--- src/rtl/sram_axi_bridge.sv ---
// sram_axi_bridge: folds the CPU's instruction and data SRAM-like ports onto
// one single-beat AXI3 master. One transaction in flight at a time; the data
// port wins when both ports request together.
// Optional feature macro: SRAM_AXI_BRIDGE_RDATA_BYPASS_EN (completion in the
// rvalid/bvalid cycle instead of one cycle later).
module sram_axi_bridge #(
    parameter logic [3:0] INST_ID = 4'd0,
    parameter logic [3:0] DATA_ID = 4'd1
) (
    input  logic        clk,
    input  logic        reset,
    // instruction port
    input  logic        inst_req,
    input  logic        inst_wr,
    input  logic [1:0]  inst_size,
    input  logic [31:0] inst_addr,
    input  logic [31:0] inst_wdata,
    output logic        inst_addr_ok,
    output logic        inst_data_ok,
    output logic [31:0] inst_rdata,
    // data port
    input  logic        data_req,
    input  logic        data_wr,
    input  logic [1:0]  data_size,
    input  logic [31:0] data_addr,
    input  logic [31:0] data_wdata,
    output logic        data_addr_ok,
    output logic        data_data_ok,
    output logic [31:0] data_rdata,
    // AXI read address / data
    output logic [3:0]  arid,
    output logic [31:0] araddr,
    output logic [2:0]  arsize,
    output logic        arvalid,
    input  logic        arready,
    input  logic [3:0]  rid,
    input  logic [31:0] rdata,
    input  logic        rvalid,
    output logic        rready,
    // AXI write address / data / response
    output logic [31:0] awaddr,
    output logic [2:0]  awsize,
    output logic        awvalid,
    input  logic        awready,
    output logic [31:0] wdata,
    output logic [3:0]  wstrb,
    output logic        wvalid,
    input  logic        wready,
    input  logic        bvalid,
    output logic        bready
);

    typedef enum logic [2:0] {S_IDLE, S_AR, S_R, S_AWW, S_B} state_t;

    state_t      state_q;
    logic [31:0] addr_q, wdata_q, inst_rdata_q, data_rdata_q;
    logic [1:0]  size_q;
    logic [3:0]  wstrb_q, arid_q;
    logic        src_q;  // 1 = data port owns the transaction
    logic        arvalid_q, rready_q, awvalid_q, wvalid_q, bready_q;
    logic        inst_ok_q, data_ok_q;

    logic        accept, sel_src, sel_wr;
    logic [1:0]  sel_size;
    logic [31:0] sel_addr, sel_wdata;
    logic [3:0]  sel_wstrb;
    logic        aw_done, w_done;

    // Arbitration and byte-lane decode of the request being accepted.
    always_comb begin
        data_addr_ok = (state_q == S_IDLE) && !reset && data_req;
        inst_addr_ok = (state_q == S_IDLE) && !reset && inst_req && !data_req;
        accept       = data_addr_ok || inst_addr_ok;
        sel_src      = data_req;
        sel_wr       = data_req ? data_wr    : inst_wr;
        sel_addr     = data_req ? data_addr  : inst_addr;
        sel_wdata    = data_req ? data_wdata : inst_wdata;
        // size 3 is carried as a word from here on
        sel_size     = data_req ? data_size  : inst_size;
        if (sel_size == 2'b11) sel_size = 2'b10;
        case (sel_size)
            2'b00:   sel_wstrb = 4'b0001 << sel_addr[1:0];
            2'b01:   sel_wstrb = sel_addr[1] ? 4'b1100 : 4'b0011;
            default: sel_wstrb = 4'b1111;
        endcase
        // an AW/W channel counts as done once it has handshaken, including this cycle
        aw_done = !awvalid_q || awready;
        w_done  = !wvalid_q  || wready;
    end

    // Transaction FSM with registered handshake outputs and completion pulses.
    always_ff @(posedge clk or posedge reset) begin
        if (reset) begin
            state_q      <= S_IDLE;
            addr_q       <= '0;
            wdata_q      <= '0;
            size_q       <= '0;
            wstrb_q      <= '0;
            arid_q       <= '0;
            src_q        <= 1'b0;
            arvalid_q    <= 1'b0;
            rready_q     <= 1'b0;
            awvalid_q    <= 1'b0;
            wvalid_q     <= 1'b0;
            bready_q     <= 1'b0;
            inst_ok_q    <= 1'b0;
            data_ok_q    <= 1'b0;
            inst_rdata_q <= '0;
            data_rdata_q <= '0;
        end else begin
            inst_ok_q <= 1'b0;
            data_ok_q <= 1'b0;
            case (state_q)
                S_IDLE: begin
                    if (accept) begin
                        addr_q  <= sel_addr;
                        wdata_q <= sel_wdata;
                        size_q  <= sel_size;
                        wstrb_q <= sel_wstrb;
                        src_q   <= sel_src;
                        arid_q  <= sel_src ? DATA_ID : INST_ID;
                        if (sel_wr) begin
                            awvalid_q <= 1'b1;
                            wvalid_q  <= 1'b1;
                            state_q   <= S_AWW;
                        end else begin
                            arvalid_q <= 1'b1;
                            state_q   <= S_AR;
                        end
                    end
                end
                S_AR: begin
                    if (arready) begin
                        arvalid_q <= 1'b0;
                        rready_q  <= 1'b1;
                        state_q   <= S_R;
                    end
                end
                S_R: begin
                    if (rvalid) begin
                        rready_q <= 1'b0;
                        state_q  <= S_IDLE;
                        if (src_q) data_rdata_q <= rdata;
                        else       inst_rdata_q <= rdata;
`ifndef SRAM_AXI_BRIDGE_RDATA_BYPASS_EN
                        data_ok_q <= src_q;
                        inst_ok_q <= !src_q;
`endif
                    end
                end
                S_AWW: begin
                    if (awready) awvalid_q <= 1'b0;
                    if (wready)  wvalid_q  <= 1'b0;
                    if (aw_done && w_done) begin
                        awvalid_q <= 1'b0;
                        wvalid_q  <= 1'b0;
                        bready_q  <= 1'b1;
                        state_q   <= S_B;
                    end
                end
                S_B: begin
                    if (bvalid) begin
                        bready_q <= 1'b0;
                        state_q  <= S_IDLE;
`ifndef SRAM_AXI_BRIDGE_RDATA_BYPASS_EN
                        data_ok_q <= src_q;
                        inst_ok_q <= !src_q;
`endif
                    end
                end
                default: state_q <= S_IDLE;
            endcase
        end
    end

`ifdef SRAM_AXI_BRIDGE_RDATA_BYPASS_EN
    logic r_beat, b_beat;
    // Completion is reported in the beat cycle itself.
    always_comb begin
        r_beat       = (state_q == S_R) && rvalid;
        b_beat       = (state_q == S_B) && bvalid;
        inst_data_ok = (r_beat || b_beat) && !src_q;
        data_data_ok = (r_beat || b_beat) && src_q;
        inst_rdata   = (r_beat && !src_q) ? rdata : inst_rdata_q;
        data_rdata   = (r_beat && src_q)  ? rdata : data_rdata_q;
    end
`else
    assign inst_data_ok = inst_ok_q;
    assign data_data_ok = data_ok_q;
    assign inst_rdata   = inst_rdata_q;
    assign data_rdata   = data_rdata_q;
`endif

    assign arid    = arid_q;
    assign araddr  = addr_q;
    assign arsize  = {1'b0, size_q};
    assign arvalid = arvalid_q;
    assign rready  = rready_q;
    assign awaddr  = addr_q;
    assign awsize  = {1'b0, size_q};
    assign awvalid = awvalid_q;
    assign wdata   = wdata_q;
    assign wstrb   = wstrb_q;
    assign wvalid  = wvalid_q;
    assign bready  = bready_q;

    // rid is deliberately not checked: only one read is ever outstanding.
    logic unused_rid;
    assign unused_rid = ^rid;

endmodule

--- config.mk ---
export PLATFORM = sky130hd
export DESIGN_NAME = sram_axi_bridge
export DESIGN_NICKNAME = d
export VERILOG_FILES = /design/src/rtl/sram_axi_bridge.sv
export SDC_FILE = /design/constraint.sdc
export NUM_CORES = 1
export LEC_CHECK = 0
export ABC_CLOCK_PERIOD_IN_PS = 6300
export CORE_AREA = 4 4 139 141
export CTS_BUF_LIST = sky130_fd_sc_hd__clkbuf_8 sky130_fd_sc_hd__clkbuf_16
export CTS_CLUSTER_SIZE = 30
export DETAILED_ROUTE_END_ITERATION = 10
export DIE_AREA = 0 0 143 145
export PLACE_DENSITY = 0.75
export SYNTH_ARGS = -nofsm -noshare
export SYNTH_HDL_FRONTEND = slang
export SYNTH_SLANG_ARGS = --single-unit
--- constraint.sdc ---
create_clock -name clk -period 6.3 [get_ports clk]
set_clock_uncertainty 0.1 [all_clocks]
set_input_delay 1.26 -clock clk [delete_from_list [all_inputs] [get_ports clk]]
set_output_delay 1.26 -clock clk [all_outputs]
set_load 0.1 [all_outputs]
run_1/ff_map.png
Other sequential cells in the stronger gray, the rest of the logic in the fainter gray.
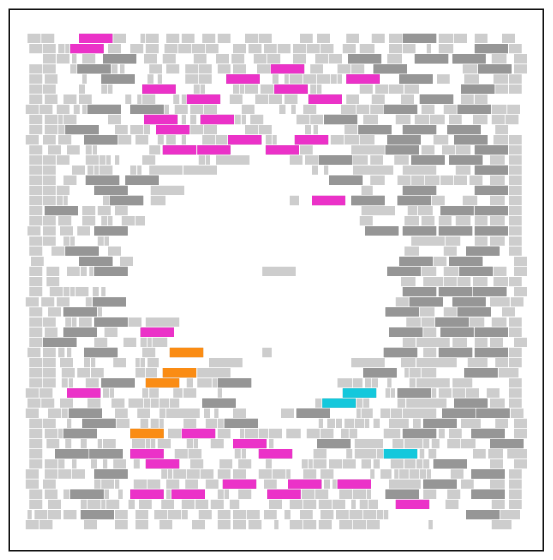
- state_q: cyan (flops 3)
- araddr: magenta (flops 32)
- wstrb: orange (flops 4)
- not colored: 106
FF+latch area: 3628 sq um
sequential share of cell area: 34.25%

run_1/port_trees.png
Scale bar: 50 um.
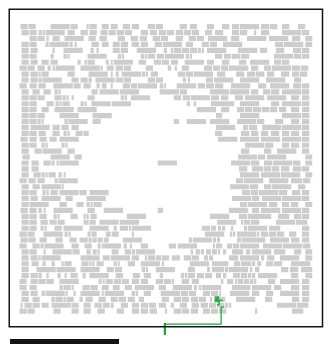
- data_addr_ok: green (direction output; edge south; end cells 1; buffers 1; wire 40.1 um)
Port Buffers: 352
I/O pins: 362

run_1/m2.png
Scale bar: 50 um.
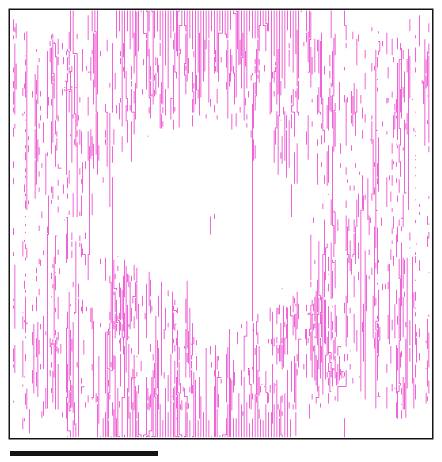
- longest straight run: 73.4 um
- wire length on this layer: 9390 um
M2 GR Usage: 30.87%
Via Count: 5127

run_1/layers.png
Two of the layers only.
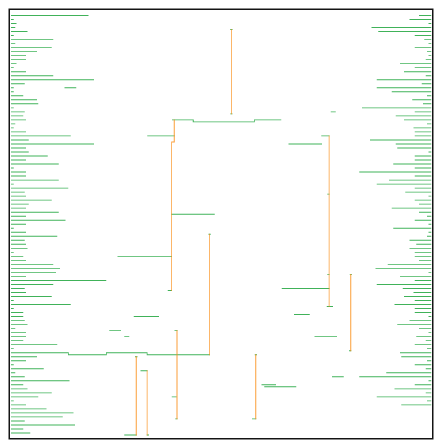
- M3: green (wire length 1770 um)
- M4: orange (wire length 312 um)

==> impl_metrics.yaml, run 1 <==
# implementation run metrics
outcome:
  status: "finished clean"
clock_tree:
  h-tree-depth: 4
  clock_latency_ns: 0.42
  cts_inserted_buffers: 17
  cts_sinks: 145
  path_clk_slew_ns: 0.07
  post_cts_resized: 0
  cts_tree: "yes"
  hold_buffers: 0
  clockRootBuffer: "clkbuf_16"
  cts_buffer_depth: 2
  postCtsSetupBuffers: 0
logic_synthesis:
  most_common_cell: "dfrtp_1"
  ys_area_sq_um: 6594
  ys_ff: 145
  ff_type: "dfrtp_1"
  synth_top_area_share_pct: 55.03
  area_leaders: "dfrtp_1 55%, mux2i_1 9.9%, mux2_2 9.4%, buf_4 5.1%, nand2_1 4.3%"
  yosysWarningCount: 0
  synth-seq-area-share_pct: 55.03
  async_flop_share_pct: 100.0
  synthAoiAreaFrac_pct: 7.419
  ys_types: 39
  yosys.area.top_type: "dfrtp_1"
  xor_share_pct: 0
  fa_ha_area_share_pct: 0
  synthCells: 553
  edf_count: 0
  ys_top_logic_family: "multiplexers"
  avgSynthCellArea_sq_um: 11.92
  ys_cells: 553
  mux_share_pct: 22.05
  synth.cell_area_sq_um: 6594
  ys_sh_simple_pct: 7.780
  top_cells_by_count: "145 x dfrtp_1, 76 x nand2_1, 65 x mux2i_1"
detailed_routing:
  drtAntennaViolNets: 0
  vias_per_cell: 4.648
  wl_met3_um: 1771
  met1_length_um: 7519
  dr_wl_met2_um: 9387
  highest_layer: "met4"
  dr.pass1.iters: 4
  wl_per_cell_um: 17.22
  drc: 0
  routed_wl_um: 18990
  drtIter0Drc: 156
worst_setup_path:
  crit_arrival_ns: 3.48
  critPathTopFamily: "buffers and inverters"
  cp-end-kind: "output port"
  crit_start: "reset"
  slowest_delay_ns: 1.14
  path_buffers: 2
  rr_startpoint: "state_q[1]"
  cp-start-kind: "input port"
  ff2ff_path_depth: 4
  cp_data_required_time_ns: 4.94
  path_class: "in2out"
  r2r_slack_ns: 3.96
  timing.critical_path.mode_cell: "clkdlybuf4s50_1"
  crit_fanout: 4
  crit_end: "inst_addr_ok"
  crit_chain: "clkdlybuf4s50_1 -> nor4_4 -> nand2_1 -> nor2_1 -> clkdlybuf4s50_1"
  r2r_end: "araddr[24]"
  crit_slowest_cell: "clkdlybuf4s50_1"
  cp.depth: 5
global_route:
  track_usage_pct: 17.89
  grt_overflow_total: 0
  use_met1_pct: 21.21
  busiest_layer: "met2"
  grt_util_met3_pct: 5.923
  antenna_found_initial: 0
  grt_first_pass_wirelength_um: 29250
  grt_pass1_vias: 5370
  grt_max_degree: 104
layout:
  final_util_pct: 58.98
  diodes: 0
  comb_share_pct: 23.43
  fin_area_sq_um: 10600
  nFillCells: 1540
  nMultiInputCombCells: 337
  area_dominant_class: "sequential cells"
  nFlopsAndLatches: 145
  final-nonclk-buf-share_pct: 33.66
  clkbuf_count: 17
  final_cells: 1103
  fin_nets: 1040
  signal_buffers: 358
  drive_above_1_share_pct: 12.81
  nNonClkInverters: 2
  clk_share_pct: 5.846
  logic_area_sq_um: 2482
sta:
  fin_crit_ns: 4.839
  fin_tns_setup_ns: 0
  slew_headroom_pct: 30.53
  finalHoldViolCount: 0
  grt_setup_unrepaired: "no"
  slew_viol_final: 0
  setup_violations: 0
  fmax_ghz: 0.2067
  fin_crit_sh_pct: 76.81
  timing.final.ws_setup_ns: 1.461
  max_slew.worst_pin.slew_ns: 1.039
  hold_ws_ns: 0.3784
min_path:
  hold_depth: 2
  hp-class: "reg2reg"
  worst_hold_startpoint: "wdata[28]"
  worstHoldEndpoint: "wdata[28]"
floorplanning:
  die_h_um: 145
  die_area_sq_um: 20740
  fp_util_pct: 36.71
  core_area_sq_um: 17960
  num_rows: 49
  die_x_um: 143
  num_tap_cells: 229
run:
  warnings: 32
  maxCapViolCount: 0
place:
  place.gp.congestion: 0.7679
  post_dp_cell_area_sq_um: 9976
  dp_hpwl_um: 14360
  preCtsSetupSlack_ns: 1.479
  dp_cells: 1071
[run 1: cells in the final DEF, fill, tap and decap left out, drive strengths merged, types with 2 or more instances in the layout]
cell	count
a21o	3
a21oi	5
a31oi	3
and2	2
buf	7
bufinv	3
clkbuf	17
clkdlybuf4s50	351
clkinvlp	2
conb	5
dfrtp	145
inv	11
mux2	68
mux2i	65
nand2	76
nand3	5
nor2	8
nor2b	5
nor3	3
nor4b	3
o211ai	3
o21a	2
o21ai	72
[run 1: kinds of logic (layout without fill, tap and decap cells)]
kind of cell,Yosys count,count (layout)
and+or+nand+nor,109,109
AOI/OAI and AO/OA,90,90
muxes,133,133
buffers and inverters,75,392
other,1,5
DFF,145,145
run_1/placed.png
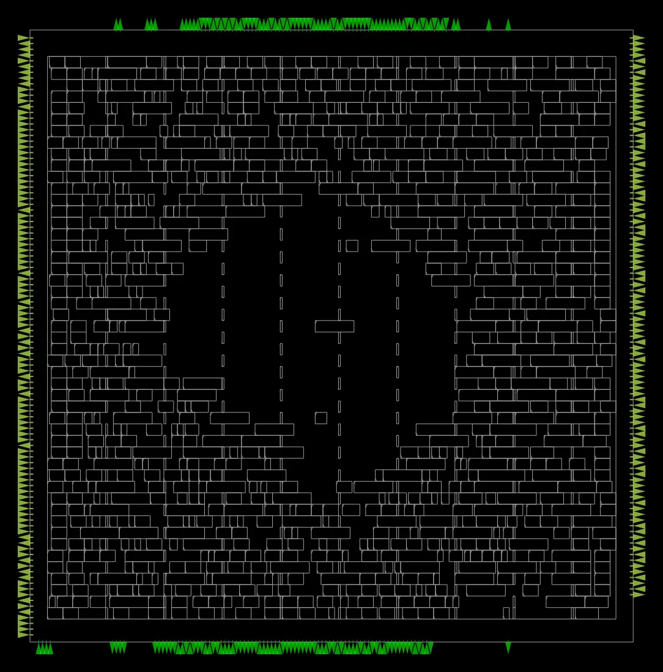

## Run 2: what changed since run 1
Settings changed: ABC_CLOCK_PERIOD_IN_PS 6300 to 4230, CORE_AREA 4 4 139 141 to unset, CORE_MARGIN set to 4, CORE_UTILIZATION set to 35, DIE_AREA 0 0 143 145 to unset, PLACE_DENSITY 0.75 to 0.76.
Clock period 6.3 ns to 4.23 ns, I/O delays scaled along.
run_2/placed.png
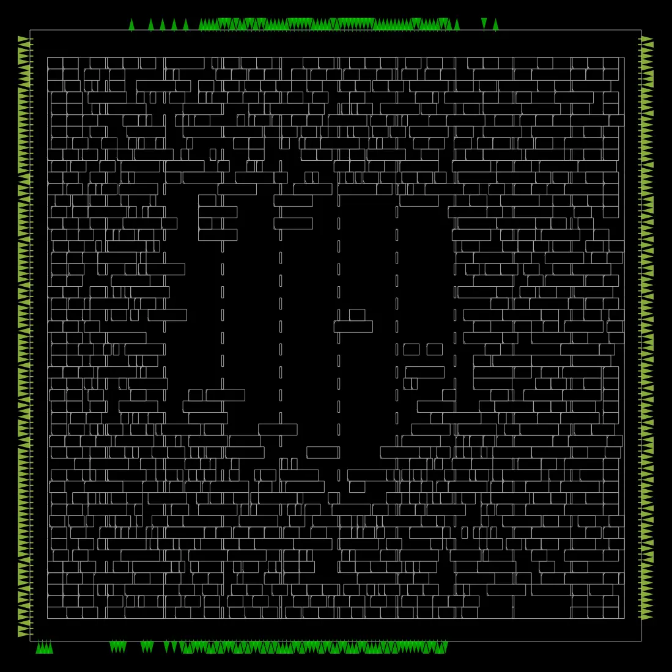
row count: 49
Core ar.: 18270 sq um
sequential share of cell area: 34.35%
post-layout util: 57.82%
post-route non-filler standard cell count: 1104

==> impl_metrics.yaml, run 2 <==
# implementation run metrics
outcome:
  status: "finished clean"
global_route:
  track_usage_pct: 17.76
  grt_util_met3_pct: 5.550
  grt_pass1_vias: 5339
  antenna_found_initial: 0
  use_met1_pct: 21.41
  grt_max_degree: 86
logic_synthesis:
  avgSynthCellArea_sq_um: 11.92
  ys_cells: 553
  ys_types: 39
  most_common_cell: "dfrtp_1"
  async_flop_share_pct: 100.0
  synthCells: 553
  ys_ff: 145
  synth_top_area_share_pct: 55.03
  synth-seq-area-share_pct: 55.03
  area_leaders: "dfrtp_1 55%, mux2i_1 9.9%, mux2_2 9.4%, buf_4 5.1%, nand2_1 4.3%"
  edf_count: 0
  ys_area_sq_um: 6594
  top_cells_by_count: "145 x dfrtp_1, 76 x nand2_1, 65 x mux2i_1"
place:
  dp_cells: 1072
  io_buffers: 352
  dp_hpwl_um: 14830
  place.gp.congestion: 0.7501
  post_dp_cell_area_sq_um: 10010
layout:
  nFillCells: 1584
  fin_nets: 1041
  fin_area_sq_um: 10560
  diodes: 0
  logic_area_sq_um: 2482
  flop_area_sq_um: 3628
  drive_above_1_share_pct: 13.14
  layout_top_cell: "clkdlybuf4s50_1"
  final_cell_mix: "349 x clkdlybuf4s50_1, 145 x dfrtp_1, 76 x nand2_1"
floorplanning:
  fp_util_pct: 36.09
  die_h_um: 145.3
  die_area_sq_um: 21100
  die_x_um: 145.3
worst_setup_path:
  path_buffers: 2
  cp-end-kind: "output port"
  crit_fanout: 4
  cp.depth: 5
  cp-start-kind: "input port"
  r2r_slack_ns: 2.10
  path_class: "in2out"
  ff2ff_path_depth: 3
  cp_data_required_time_ns: 3.28
  crit_start: "reset"
  rr_startpoint: "state_q[1]"
  crit_arrival_ns: 2.20
  critPathTopFamily: "buffers and inverters"
  r2r_end: "inst_rdata[8]"
  crit_chain: "clkdlybuf4s50_1 -> nor4_4 -> nand2_1 -> nor2_1 -> buf_4"
  crit_slowest_cell: "clkdlybuf4s50_1"
clock_tree:
  cts_tree: "yes"
  postCtsSetupBuffers: 0
  clock_latency_ns: 0.41
  cts_inserted_buffers: 17
  path_clk_slew_ns: 0.06
  hold_buffers: 0
  h-tree-depth: 4
  cts_buffer_depth: 2
detailed_routing:
  highest_layer: "met4"
  routed_wl_um: 18980
  met1_length_um: 7864
  dr_wl_met2_um: 9458
  drc: 0
  drtAntennaViolNets: 0
  wl_met3_um: 1451
  wl_per_cell_um: 17.19
  dr.pass1.iters: 5
sta:
  setup_violations: 0
  fin_tns_setup_ns: 0
  fmax_ghz: 0.3174
  grt_setup_unrepaired: "no"
  fin_crit_sh_pct: 74.48
  hold_ws_ns: 0.3778
  max_slew.worst_pin.slew_ns: 1.041
run:
  maxCapViolCount: 0
  warnings: 30
min_path:
  worst_hold_startpoint: "wdata[14]"
  hold_depth: 2
  hp-class: "reg2reg"
[run 2: cell types whose count changed in the layout (fill, tap and decap cells not counted)]
cell / previous run / this run
bufinv_16: 3 / 0
clkinvlp_4: 2 / 5
inv_6: 8 / 7
clkdlybuf4s50_1: 351 / 349
buf_12: 0 / 3
clkinv_2: 1 / 2
[run 2: area by class of cell]
class	instances	share of cell area (%)
tap	229	2.712
timing repair buffer	359	34.13
sequential	145	34.35
clock buffer	17	4.027
clock inverter	15	1.173
inverter	2	0.1066
multi-input combinational	337	23.50
[run 2: logic make-up (layout without fill, tap and decap cells)]
logic type      count (synthesis)  in the layout  share of synthesized area (%)
simple gates                  109            109                          7.780
buf+inv                        75            393                          7.666
other cells                     1              5                        0.05687
compound gates                 90             90                          7.419
mux                           133            133                          22.05
flops                         145            145                          55.03
run_2/port_trees.png
Scale bar: 50 um.
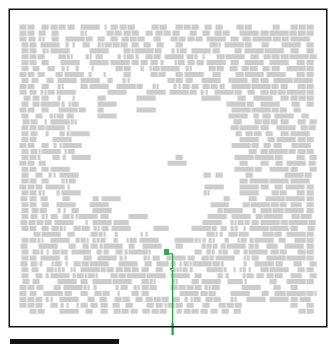

## Run 3: what changed since run 2
Settings changed: ABC_CLOCK_PERIOD_IN_PS 4230 to 3200, CORE_AREA set to 4 4 139 141, CORE_MARGIN 4 to unset, CORE_UTILIZATION 35 to unset, DIE_AREA set to 0 0 143 145, PLACE_DENSITY 0.76 to 0.75.
Clock period 4.23 ns to 3.2 ns, I/O delays scaled along.
run_3/port_trees.png
Scale bar: 50 um.
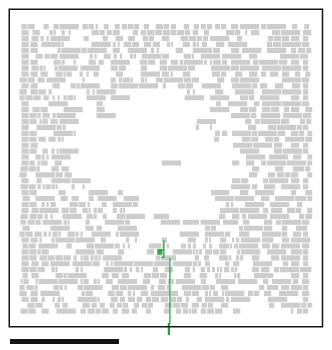
- data_addr_ok: green (direction output; edge south; end cells 1; buffers 1; wire 40.9 um)

==> impl_metrics.yaml, run 3 <==
# implementation run metrics
logic_synthesis:
  synthCells: 553
  async_flop_share_pct: 100.0
  ys_sh_simple_pct: 7.780
  ys_cells: 553
  top_cells_by_count: "145 x dfrtp_1, 76 x nand2_1, 65 x mux2i_1"
  xor_share_pct: 0
  synth_top_area_share_pct: 55.03
  ys_types: 39
  synth-seq-area-share_pct: 55.03
  avgSynthCellArea_sq_um: 11.92
  ys_top_logic_family: "multiplexers"
  ys_ff: 145
  mux_share_pct: 22.05
  area_leaders: "dfrtp_1 55%, mux2i_1 9.9%, mux2_2 9.4%, buf_4 5.1%, nand2_1 4.3%"
  edf_count: 0
floorplanning:
  die_h_um: 145
  num_tap_cells: 229
  num_rows: 49
  core_area_sq_um: 17960
  die_area_sq_um: 20740
place:
  post_dp_cell_area_sq_um: 9602
  place.gp.congestion: 0.7517
min_path:
  worst_hold_startpoint: "wdata[21]"
  hp-class: "reg2reg"
  hold_depth: 2
layout:
  final-nonclk-buf-share_pct: 31.40
  fin_nets: 1041
  final_util_pct: 56.56
  seq_area_share_pct: 35.71
  clk_share_pct: 5.493
  flop_area_sq_um: 3628
  nFlopsAndLatches: 145
  nNonClkInverters: 2
  signal_buffers: 359
  final_cell_mix: "181 x buf_4, 173 x clkdlybuf4s50_1, 145 x dfrtp_1"
  layout_top_cell: "buf_4"
  area_dominant_class: "sequential cells"
global_route:
  grt_pass1_vias: 5174
  track_usage_pct: 17.73
  antenna_found_initial: 0
sta:
  fmax_ghz: 0.3675
  grt_setup_unrepaired: "no"
  fin_tns_setup_ns: 0
  max_slew.worst_pin.slew_ns: 1.003
  hold_ws_ns: 0.3787
  setup_violations: 0
clock_tree:
  path_clk_slew_ns: 0.06
  clock_latency_ns: 0.42
  cts_buffer_depth: 2
  postCtsSetupBuffers: 0
  hold_buffers: 0
worst_setup_path:
  r2r_slack_ns: 0.99
  path_class: "reg2out"
  crit_chain: "nor4_4 -> nand2_1 -> nor2_2 -> buf_12"
  r2r_end: "wdata[9]"
  crit_slowest_cell: "dfrtp_1"
  rr_startpoint: "state_q[1]"
  crit_arrival_ns: 1.98
  cp-end-kind: "output port"
detailed_routing:
  routed_wl_um: 18810
  wl_per_cell_um: 17.04
  dr.pass1.iters: 4
run:
  warnings: 30
  maxCapViolCount: 0
outcome:
  status: "finished clean"
run 3: routing by layer:
layer | vias to the layer above | track usage [%] | part of all wire (%)
met5 | - | 0 | 0
met4 | 0 | 5.133 | 1.2
met3 | 17 | 6.186 | 9.9
met2 | 238 | 29.93 | 49
met1 | 2373 | 21.33 | 40
li1 | 2476 | - | -
run 3: critical path, delay by kind of cell (launching register included):
family,cells,cell delay (ns)
buf+inv,1,0.19
flops,1,0.60
simple gates,3,0.78
